Figure 1. M1 wires.
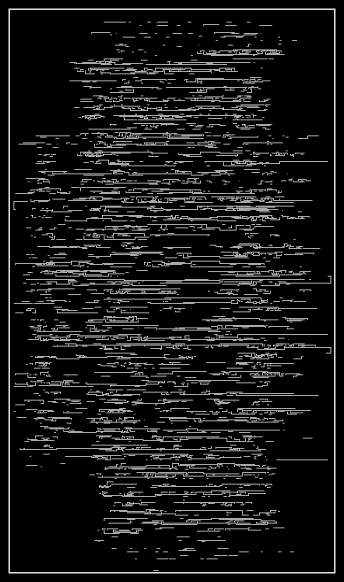
Figure 2. Signal wires on met2.
Bar = 20 um.
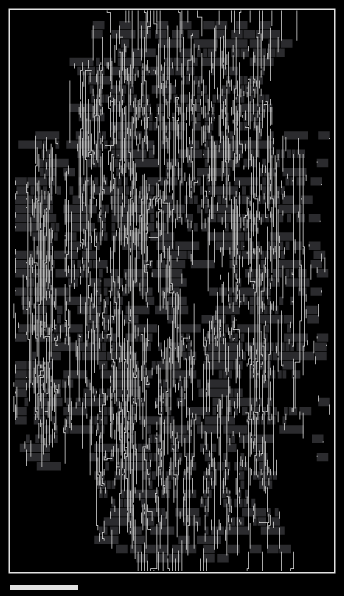
Design rom_fetch, sky130hd; sources not shown.
==> metrics.csv <==
stage,metric,value,unit
status,status,finished clean,
layout,clk cell area share,4.196,%
sta,fin worst setup slack,0.1752,ns
clock_network,clock-pin slew on the worst setup and hold paths,0.07,ns
yosys,Post-Synth Simple-Gate Area,50.69,%
yosys,syn nets,1094,
min_path,hold path depth,2,
worst_setup_path,crit path max fanout,7,
yosys,Post-synth ARST share,0,%
min_path,Min-Delay Path Class,flip-flop to flip-flop,
layout,Nets,1147,
layout,Commonest Layout Cell,nand2_1,
placement,RePlAce Congestion,0.8203,
yosys,Gate Count Post-Synth,1043,
yosys,synth unique cells,29,
worst_setup_path,crit path buf inv count,4,
floorplan,I/O pin total,93,
floorplan,Core Region,0.01499,sq mm
layout,fillers,1563,
placement,pre-CTS setup slack,0.1785,ns
yosys,Synth top area share,32.12,%
grt,pin count of the biggest net entering global routing,81,
job,tool warnings,29,
placement,Final HPWL DP,10290,um
worst_setup_path,critical path required time,3.08,ns
route,drt drc,0,
route,WL met3,770,um
layout,final cell count without fillers,1283,
power,P_leak,3.246,nW
layout,"Largest area class, layout",combinational gates,
yosys,yosys synthesis chip area,0.006171,sq mm
layout,logic share of the area,48.20,%
layout,ant diodes,0,
placement,number of port buffers,92,
layout,Non-clock buffering overhead,14.83,%
floorplan,Die ar.,0.01595,sq mm
yosys,syn avg cell area,5.917,sq um
layout,fraction of layout cells with a size suffix above 1,5.818,%
grt,first-pass GRT wire length,27080,um
sta,"Hold Vio Cnt, Final",0,
grt,met3 usage,3.205,%
yosys,"Top FF cell, synth",dfxtp_1,
floorplan,tap cells,183,
yosys,yosys cell count,1043,
layout,cell area after layout,0.007543,sq mm
worst_setup_path,critical path's top delay family,buffers and inverters,
route,DRT iter0 DRCs,326,
power,clock network power,0.000851,W
layout,Comb gates,803,
yosys,Dominant comb cell,simple AND/OR/NAND/NOR gates,
sta,Final setup violation count,0,
worst_setup_path,slowest CP cell,clkdlybuf4s50_1,
worst_setup_path,crit path DAT,2.90,ns
grt,busiest grt layer,met2,
sta,fmax,0.2367,GHz
layout,area taken by flip-flops and latches,0.001983,sq mm
placement,placed cell count,1268,
sta,hold slack,0.4794,ns
worst_setup_path,cell count of the worst reg-to-reg path,13,
yosys,post-synth top area cell,dfxtp_1,
worst_setup_path,Worst path max stage delay,0.57,ns
yosys,register area share after synthesis,32.12,%
layout,"Buffers, non-clock",115,
grt,GRT Residual Overflow,0,
grt,initial antenna violation count,0,
sta,Slew Limit Fails,0,
floorplan,initial core utilization,41.18,%
sta,worst-margin pin slew,1.046,ns
clock_network,Latency at later pin,0.34,ns
yosys,"top cells, area","dfxtp_1 32%, nand2_1 22%, nor2_1 13%",
route,top sig layer,met4,
yosys,Synth Warn #,6,
clock_network,CTS Hold Bufs,0,
Notes on Figure 1 above:
share of all routed wire	42%
wire length on this layer	7010 um
Vias: 6327
drt total wl: 16520 um
grt met1 use: 24.39%

Notes on Figure 2 above:
longest straight run	56.8 um
main direction	vertical
wire length on this layer	8500 um
GR Util met2: 38.45%

Power figures rest on the tool's default switching activity, not on a simulated workload.
